### config.mk
export PLATFORM = sky130hd
export DESIGN_NAME = clock_mode_ctrl
export DESIGN_NICKNAME = d
export VERILOG_FILES = /design/src/rtl/clock_mode_ctrl.sv
export SDC_FILE = /design/constraint.sdc
export NUM_CORES = 1
export LEC_CHECK = 0
export ABC_AREA = 1
export CORE_MARGIN = 2
export CORE_UTILIZATION = 58
export CTS_BUF_LIST = sky130_fd_sc_hd__clkbuf_8
export DETAILED_ROUTE_END_ITERATION = 10
export GPL_ROUTABILITY_DRIVEN = 0
export PLACE_DENSITY_LB_ADDON = 0.15
export SYNTH_ARGS = -nofsm -noshare
export SYNTH_HDL_FRONTEND = slang
export SYNTH_SLANG_ARGS = --single-unit
export TNS_END_PERCENT = 20
### constraint.sdc
create_clock -name clk -period 3.95 [get_ports clk]
set_input_delay 0.79 -clock clk [delete_from_list [all_inputs] [get_ports clk]]
set_output_delay 0.79 -clock clk [all_outputs]
set_load 0.03 [all_outputs]
### src/rtl/clock_mode_ctrl.sv
// Mode sequencer for the digital clock: button edge detection, RUN/SET_TIME/
// SET_ALARM/RING sequencing, press routing to editors and load strobes.
module clock_mode_ctrl #(
    parameter int IDLE_TIMEOUT = 30,
    parameter int RING_SECONDS = 60,
    parameter int CNT_W        = 7
) (
    input  logic       clk,
    input  logic       rst,
    input  logic       sec_tick,
    input  logic       set_btn,
    input  logic       mode_btn,
    input  logic       inc_btn,
    input  logic       set_ack,
    input  logic       alarm_ack,
    input  logic       alarm_match,
    output logic       set_time_en,
    output logic       set_alarm_en,
    output logic       mode_pulse,
    output logic       inc_pulse,
    output logic       time_load,
    output logic       alarm_load,
    output logic       alarm_armed,
    output logic       buzzer,
    output logic [1:0] state
);

    typedef enum logic [1:0] {
        RUN       = 2'd0,
        SET_TIME  = 2'd1,
        SET_ALARM = 2'd2,
        RING      = 2'd3
    } state_t;

    // Timeouts fire on the tick that would bring the count to the limit.
    localparam logic [CNT_W-1:0] IDLE_LAST = CNT_W'(IDLE_TIMEOUT - 1);
    localparam logic [CNT_W-1:0] RING_LAST = CNT_W'(RING_SECONDS - 1);
    localparam logic [CNT_W-1:0] CNT_MAX   = {CNT_W{1'b1}};

    state_t           cur;
    state_t           nxt;
    logic [CNT_W-1:0] cnt;
    logic             set_prev;
    logic             mode_prev;
    logic             inc_prev;
    logic             match_prev;

    logic set_p;
    logic mode_p;
    logic inc_p;
    logic any_p;
    logic match_rise;
    logic idle_done;
    logic ring_done;
    logic editing;

    assign set_p      = set_btn & ~set_prev;
    assign mode_p     = mode_btn & ~mode_prev;
    assign inc_p      = inc_btn & ~inc_prev;
    assign any_p      = set_p | mode_p | inc_p;
    assign match_rise = alarm_match & ~match_prev;
    assign idle_done  = sec_tick && (cnt >= IDLE_LAST);
    assign ring_done  = sec_tick && (cnt >= RING_LAST);
    assign editing    = (cur == SET_TIME) || (cur == SET_ALARM);
    assign state      = cur;

    always_comb begin
        nxt = cur;
        case (cur)
            RUN: begin
                if (set_p)
                    nxt = SET_TIME;
                else if (match_rise && alarm_armed)
                    nxt = RING;
            end
            SET_TIME: begin
                if (set_ack)
                    nxt = RUN;
                else if (set_p)
                    nxt = SET_ALARM;
                else if (idle_done)
                    nxt = RUN;
            end
            SET_ALARM: begin
                if (alarm_ack || set_p || idle_done)
                    nxt = RUN;
            end
            RING: begin
                if (any_p || ring_done)
                    nxt = RUN;
            end
            default: nxt = RUN;
        endcase
    end

    always_ff @(posedge clk or negedge rst) begin
        if (!rst) begin
            cur          <= RUN;
            cnt          <= '0;
            set_prev     <= 1'b0;
            mode_prev    <= 1'b0;
            inc_prev     <= 1'b0;
            match_prev   <= 1'b0;
            set_time_en  <= 1'b0;
            set_alarm_en <= 1'b0;
            mode_pulse   <= 1'b0;
            inc_pulse    <= 1'b0;
            time_load    <= 1'b0;
            alarm_load   <= 1'b0;
            alarm_armed  <= 1'b0;
            buzzer       <= 1'b0;
        end else begin
            set_prev   <= set_btn;
            mode_prev  <= mode_btn;
            inc_prev   <= inc_btn;
            match_prev <= alarm_match;
            cur        <= nxt;

            // A press beats a same-cycle tick; the count saturates instead of wrapping.
            if ((nxt != cur) || any_p)
                cnt <= '0;
            else if (sec_tick && (cur != RUN) && (cnt != CNT_MAX))
                cnt <= cnt + 1'b1;

            set_time_en  <= (nxt == SET_TIME);
            set_alarm_en <= (nxt == SET_ALARM);
            buzzer       <= (nxt == RING);
            mode_pulse   <= mode_p && editing;
            inc_pulse    <= inc_p && editing;
            time_load    <= (cur == SET_TIME) && set_ack;
            alarm_load   <= (cur == SET_ALARM) && alarm_ack;
            if ((cur == SET_ALARM) && alarm_ack)
                alarm_armed <= 1'b1;
        end
    end

endmodule

**Run 1: wire density map**

9 x 9 tiles, from dark blue (low) to red (high), scaled to the fullest tile. Values are wire area over tile area, all layers added.
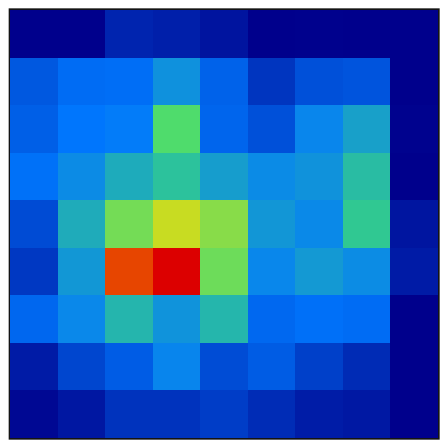
densest ninth of the die	middle
mean over tiles	0.16
fullest tile	0.70
emptiest ninth of the die	bottom right

**Run 1: congestion heat map**

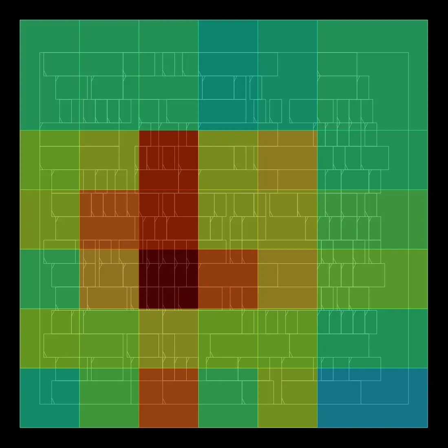
GRT Util Overall: 22.6%
GRT busiest layer: met2
M2 GR Usage: 38.1%
WL/cell: 12.0 um
GRT met1 Usage: 26.8%

==> Changelog: implementation, run 1 <==
## Implementation

* Data buffer area share at 13.4%
* Met3 routed WL at 118 um
* Final Hold Slack at 0.518 ns
* Die H at approximately 47 um
* Max Slew Vio Count at 0
* Unrepaired setup endpoints after global routing: no
* FMAX at 423 MHz
* Clock-cell share at under 10%
* Post-DP HPWL at around 1500 um
* Final hold viol count at 0
* Max reg flops at 7
* Worst setup path start: set_btn
* Non-clk invs at 27
* Via/cell ratio at 5.04
* Endpoints failing setup at 0
* Row Count at 15
* Top comb family, area: simple AND/OR/NAND/NOR gates
* CP Data Required Time at 4.14 ns
* Root Buffer: clkbuf_8
* Tot Pwr at 0.780 mW
* Ports at 19
* Post-synth area from yosys stat at 1090 um2
* Worst EP arrival at 2.55 ns
* Met2 WL at 1080 um
* Distinct lib cells at 20
* Synthesized area per cell at between 8 and 9 um2
* Critical Path Sink Type: flip-flop
* Xor+xnor area frac at under 10%
* Area-dominant class: sequential cells
* H-tree levels at 1
* Grt met3 use at ~6.5%
* Synth flops at 21
* Clock Buffer Count at 3
* Biggest register: cnt
* Largest net degree at the start of global routing at 22
* Post-CTS Setup Repair Bufs at 0
* Repair and plain buffers at 18
* Crit Path Class: input port to flip-flop
* Hold Path Origin: mode_prev
* Post-Synthesis Cells at 134
* DP Area at roughly 1300 um2
* Flop count at 21
* Fin util at 77.0%
* Post-DRT Antenna Nets at 0
* Sequential share of cell area at 39.1%
* DIE WIDTH at around 47 um
* Hold path cells at 3
* Layout cell share with drive strength beyond 1 at 6.41%
* Worst path most repeated cell: nand2_1
* Final instance area at 1340 um2
* Max_slew headroom at 39.3%
* Synth warnings at 0
* R2R depth at 12
* CTS tree: yes
* Post-Route Setup TNS at 0 ns
* Top Layout Cells: nand2_1, inv_1, dfrtp_1, nor2_1, clkdlybuf4s50_1
* Clock slew at reported path FFs at 0.07 ns
* Num CTS Buffers at 3
* Peak VDD IR at 403 uV
* Core region area at 1750 um2
* MUX share of area at 0%
* Metal-1 WL at 911 um
* Min Tclk post-route at 2.37 ns
* Filler instances at 131
* Adder share at under 10%
* Layout Nets at 172
* Critical path's slowest cell: clkdlybuf4s50_1
* Simple logic cell fraction of the synthesized area at 28.9%
* Worst Clk Skew at 0.00228 ns
* CP Max Fanout at 7
* Ao+oa area frac at about 2.5%
* PnR worst setup slack at 1.58 ns
* Core Density at Floorplan at 62.3%
* Sequential fraction of the synthesis area at 48.3%
* R2r setup slk at between 2 and 2.5 ns
* P_leak at 0.678 nW
* N_taps at 25
* Startpoint Class: input port
* Clock sink count at 21
* Post-synthesis cell area at 1090 um2
* CP max stage delay at approximately 0.47 ns
* 1st-iter DRT viols at 30
* Vias in the first global route at 828
* Post-cts resize count at 0
* Die ar. at between 2000 and 2500 um2
* Global-route wire length before repair at 3460 um
* CTS max path bufs at 2
* Routed vias at 912
* RR Startpoint: state[0]
* Hold buffer count at cts at 0
* Worst hold path type: flip-flop to flip-flop
* Tool Warnings at 30
* Final period util at 59.9%
* DRC at 0
* Worst Tran Pin Value at 0.907 ns
* Late-Pin Clk Latency at 0.25 ns
* Yosys Instances at 134
* Most used logic cell in the final layout: nand2_1
* Status: finished, final reports clean
* Crit path to: cnt[3]
* Max_cap viols at 0
* Reg-to-Reg End: cnt[3]
* Port bufs at 18
* Logic area at between 400 and 500 um2
* Placed Cells incl. Taps at approximately 180
**Run 1: M2 wires**

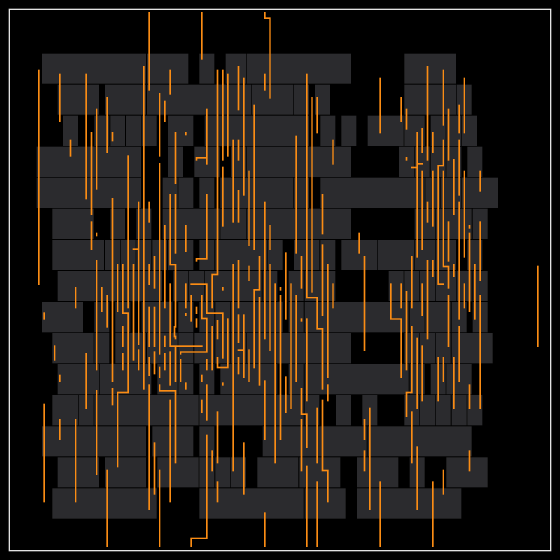
nets with wire on the layer	136
wire length on this layer	1080 um
share of all routed wire	50%
main direction	vertical

**Run 1: the metal 3 layer**

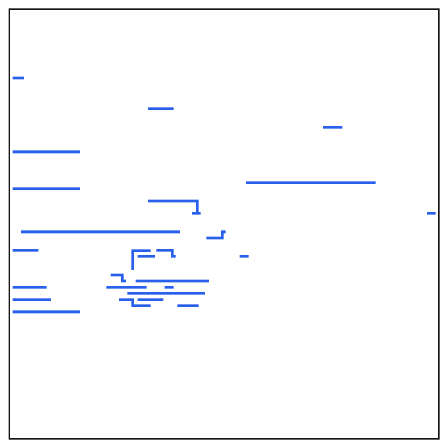
share of all routed wire	5.5%
nets with wire on the layer	20
longest straight run	17.2 um

## run 1: where the power goes
group | switching (mW) | leakage, nW | internal [mW]
Sequential | 0.0367 | 0.274 | 0.254
Combinational | 0.224 | 0.377 | 0.132
Clock | 0.0633 | 0.0269 | 0.0691
Total | 0.324 | 0.678 | 0.455
## run 1: critical path: cells and delay by family
kind,cells,cell delay [ns]
buffers and inverters,3,0.63
AND/OR/NAND/NOR,12,1.15
## run 1: synthesized netlist by cell type (all sizes together)
cell type,instances,area (um2)
dfrtp,21,526
ha,6,75.1
inv,27,101
nand2,37,149
nand3,6,42.5
nand4,1,6.26
nor2,21,81.3
nor3,3,15.0
nor3b,1,7.51
o211ai,1,7.51
o21ai,1,5.00
o21bai,1,7.51
o31ai,1,7.51
or2,2,12.5
xnor2,1,8.76
xor2,4,35.0
**Run 1: M1 wires**

Bar = 10 um. Supply wires on this layer in grey.
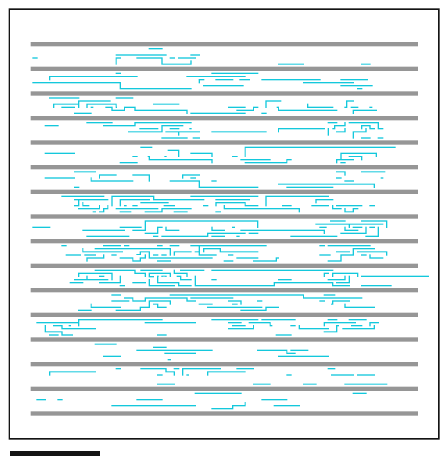

--- run 2 (diff from run 1) ---
- CORE_UTILIZATION: 58 -> 54
- clock period: 3.95 -> 2.2 ns (I/O delays scaled with it)
**Run 2: M1 wires**

Bar = 10 um. Supply wires on this layer in grey.
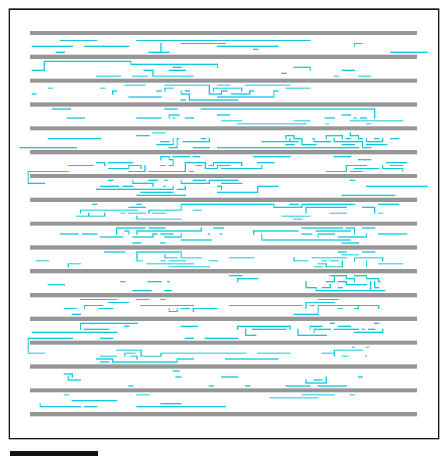
longest straight run	19.8 um
wire length on this layer	863 um
nets with wire on the layer	156
main direction	horizontal

**Run 2: the metal 3 layer**

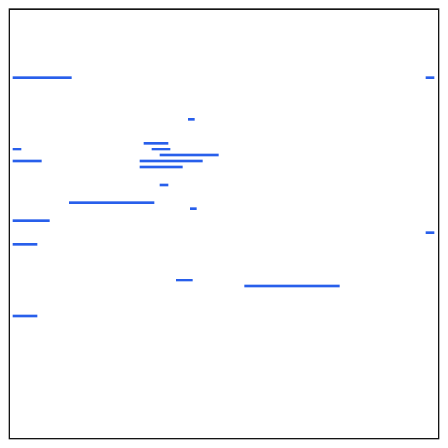
share of all routed wire	3.3%
longest straight run	10.6 um
wire length on this layer	65.5 um
main direction	horizontal

==> run 2 against run 1 <==
Flip-flop count unchanged. Critical path depth down 14. Power increased by 77%. Core utilization shrank 6.5 points. Clock skew up 0.0019 ns. Final area is 0.74% higher. Combinational power grew 76%. Count of clock-buffer cells in the layout is the same. Synthesized cell count stayed put. Wire length shrank 8.2%.
==> Changelog: implementation, run 2 <==
## Implementation

* Status: finished, final reports clean
* Critical path's slowest cell: clkdlybuf4s50_1
* Die ar. at 2390 um2
* Synth warnings at 0
* Area added between synthesis and finish at 24.5%
* Core region area at 1920 um2
* Crit Path Class: flip-flop to output port
* Switching Fraction at 40.8%
* Peak VDD IR at 733 uV
* Largest net degree at the start of global routing at 22
* Sequential cell area at 526 um2
* Endpoints failing setup at 0
* DIE WIDTH at 48.9 um
* Post-DRT Antenna Nets at 0
* Num CTS Buffers at 3
* Post-DP HPWL at 1550 um
* Post-cts resize count at 0
* CTS tree: yes
* Placed Cells incl. Taps at 180
* R2R depth at 8
* Logic area at 460 um2
* Worst EP arrival at about 1.5 ns
* N_taps at 27
* Top Metal Used: met4
* GRT met1 Usage at 21.8%
* Power Dens Cells at 1020 nW/um2
* Post-CTS Setup Repair Bufs at 0
* Die H at approximately 49 um
* Crit path max-delay family: buffers and inverters
* Tool Warnings at 30
* CP Depth at 1
* WL/cell at 10.8 um
* DP Area at 1310 um2
* # diodes at 0
* Routed vias at between 800 and 900
* FMAX at 517 MHz
* Post-Synthesis Cells at between 100 and 150
* Sequential power share at 37.5%
* Max_cap viols at 0
* Global-route wire length before repair at 3460 um
* Worst setup path start: state[1]
* P_leak at 0.683 nW
* Layout Nets at 173
* Max_slew headroom at 71.0%
* Final period util at 88.0%
* CP max stage delay at 0.73 ns
* Late-Pin Clk Latency at about 0.25 ns
* Clock sink count at 21
* Post-Route Setup TNS at 0 ns
* Sequential fraction of the synthesis area at 48.3%
* Clock group at between 0.2 and 0.25 mW
* Leading power group: combinational cells
* Ports at 19
* Main area contributors: dfrtp_1, nand2_1, inv_1
* Fin cells at between 150 and 200
* Core Density at Floorplan at 56.6%
* Distinct lib cells at 20
* R2r setup slk at ~0.37 ns
* Number of synthesized flops with an enable pin at 0
* Vias in the first global route at 879
* Synthesized area per cell at 8.11 um2
* Biggest register: cnt
* Grt total ovfl at 0
* GRT busiest layer: met2
* Worst Clk Skew at 0.00415 ns
* CTS max path bufs at 2
* CP Max Fanout at 8
* Seq. pwr at 0.519 mW
* Grt met3 use at between 2 and 3%
* GRT Util Overall at 18.6%
* Worst Tran Pin Value at roughly 0.43 ns
* Metal-1 WL at around 860 um
* Synth async-reset ratio at 100%
* Layout cell share with drive strength beyond 1 at 7.01%
* Post-synth area from yosys stat at 1090 um2
* Most numerous cell in the Yosys netlist: nand2_1
* Hold EP: alarm_armed
* Reg-to-Reg End: cnt[4]
* H-tree levels at 1
* Flop count at 21
* Unrepaired setup endpoints after global routing: no
* DR pass1 iterations at 4
* Logic share of the area at 34.0%
* Final Hold Slack at roughly 0.51 ns
* Min Tclk post-route at 1.94 ns
* Clock Buffer Count at 3
* Worst hold path type: flip-flop to flip-flop
* Clock slew at reported path FFs at around 0.070 ns
* Met3 routed WL at 65 um
* Row Count at 16
* 1st-iter DRT viols at 12
* Hold Path Origin: alarm_armed
* Cell Int Power at 0.818 mW
* CP Data Required Time at 1.76 ns
* Port bufs at 18
* Hold buffer count at cts at 0
* DRT Wirelength at 1990 um
* Non-clk invs at 27
* Combinational Power Share at a little under half
* Yosys Instances at 134
* Top Layout Cells: nand2_1, inv_1, dfrtp_1, nor2_1, clkdlybuf4s50_1
* DRC at 0
* Synth Flop Type: dfrtp_1
* Data buffer area share at roughly 14%
* Max reg flops at 7
* Crit-path cells: clkdlybuf4s50_1
* Final instance area at ~1400 um2
* Yosys top cell by area: dfrtp_1
* Area share, top type at 48.3%
* RR Startpoint: state[1]
* Post-synthesis cell area at 1090 um2
* Area-dominant class: sequential cells
* Crit path to: state[1]
* Logic power comb at around 0.63 mW
* Critical Path Sink Type: output port
* Startpoint Class: flip-flop
* Most used logic cell in the final layout: nand2_1
* Final hold viol count at 0
* M2 GR Usage at 34.0%
* Met2 WL at 1020 um
* Hold path cells at 1
* CP bufs+invs at 1
* Initial antenna violation count at 0
* Clock network power share at 17.0%
* Switching pwr at 0.564 mW
* Filler instances at around 180
* Synth cell count leaders: nand2_1, inv_1, dfrtp_1
* Multi-input gates at 86
* Clock-cell share at 3.33%
* Synth flops at 21
* Via/cell ratio at 4.74
* Repair and plain buffers at 19
* Sequential share of cell area at 38.8%
* Root Buffer: clkbuf_8
* Nets at Floorplan at 149
* Max Slew Vio Count at 0
[run 2: through the flow]
step / util (%) / setup WS (ns) / total power, mW
4_1_cts: 70.4 / 0.269 / 1.39
6_report: 70.4 / 0.264 / 1.38
2_1_floorplan: - / 0.448 / 0.926
5_1_grt: 70.4 / 0.128 / 1.47
3_3_place_gp: 68.1 / 0.171 / 1.13
3_5_place_dp: 68.1 / 0.0718 / 1.15
[run 2: logic make-up (layout without fill, tap and decap cells)]
logic type	after synthesis	in the layout	share of synthesized area (%)
fa+ha+maj	6	6	6.90
compound gates	4	4	2.53
simple gates	71	71	28.9
flops	21	21	48.3
xor+xnor	5	5	4.03
buf+inv	27	50	9.32
Power and IR drop assume default switching activity.
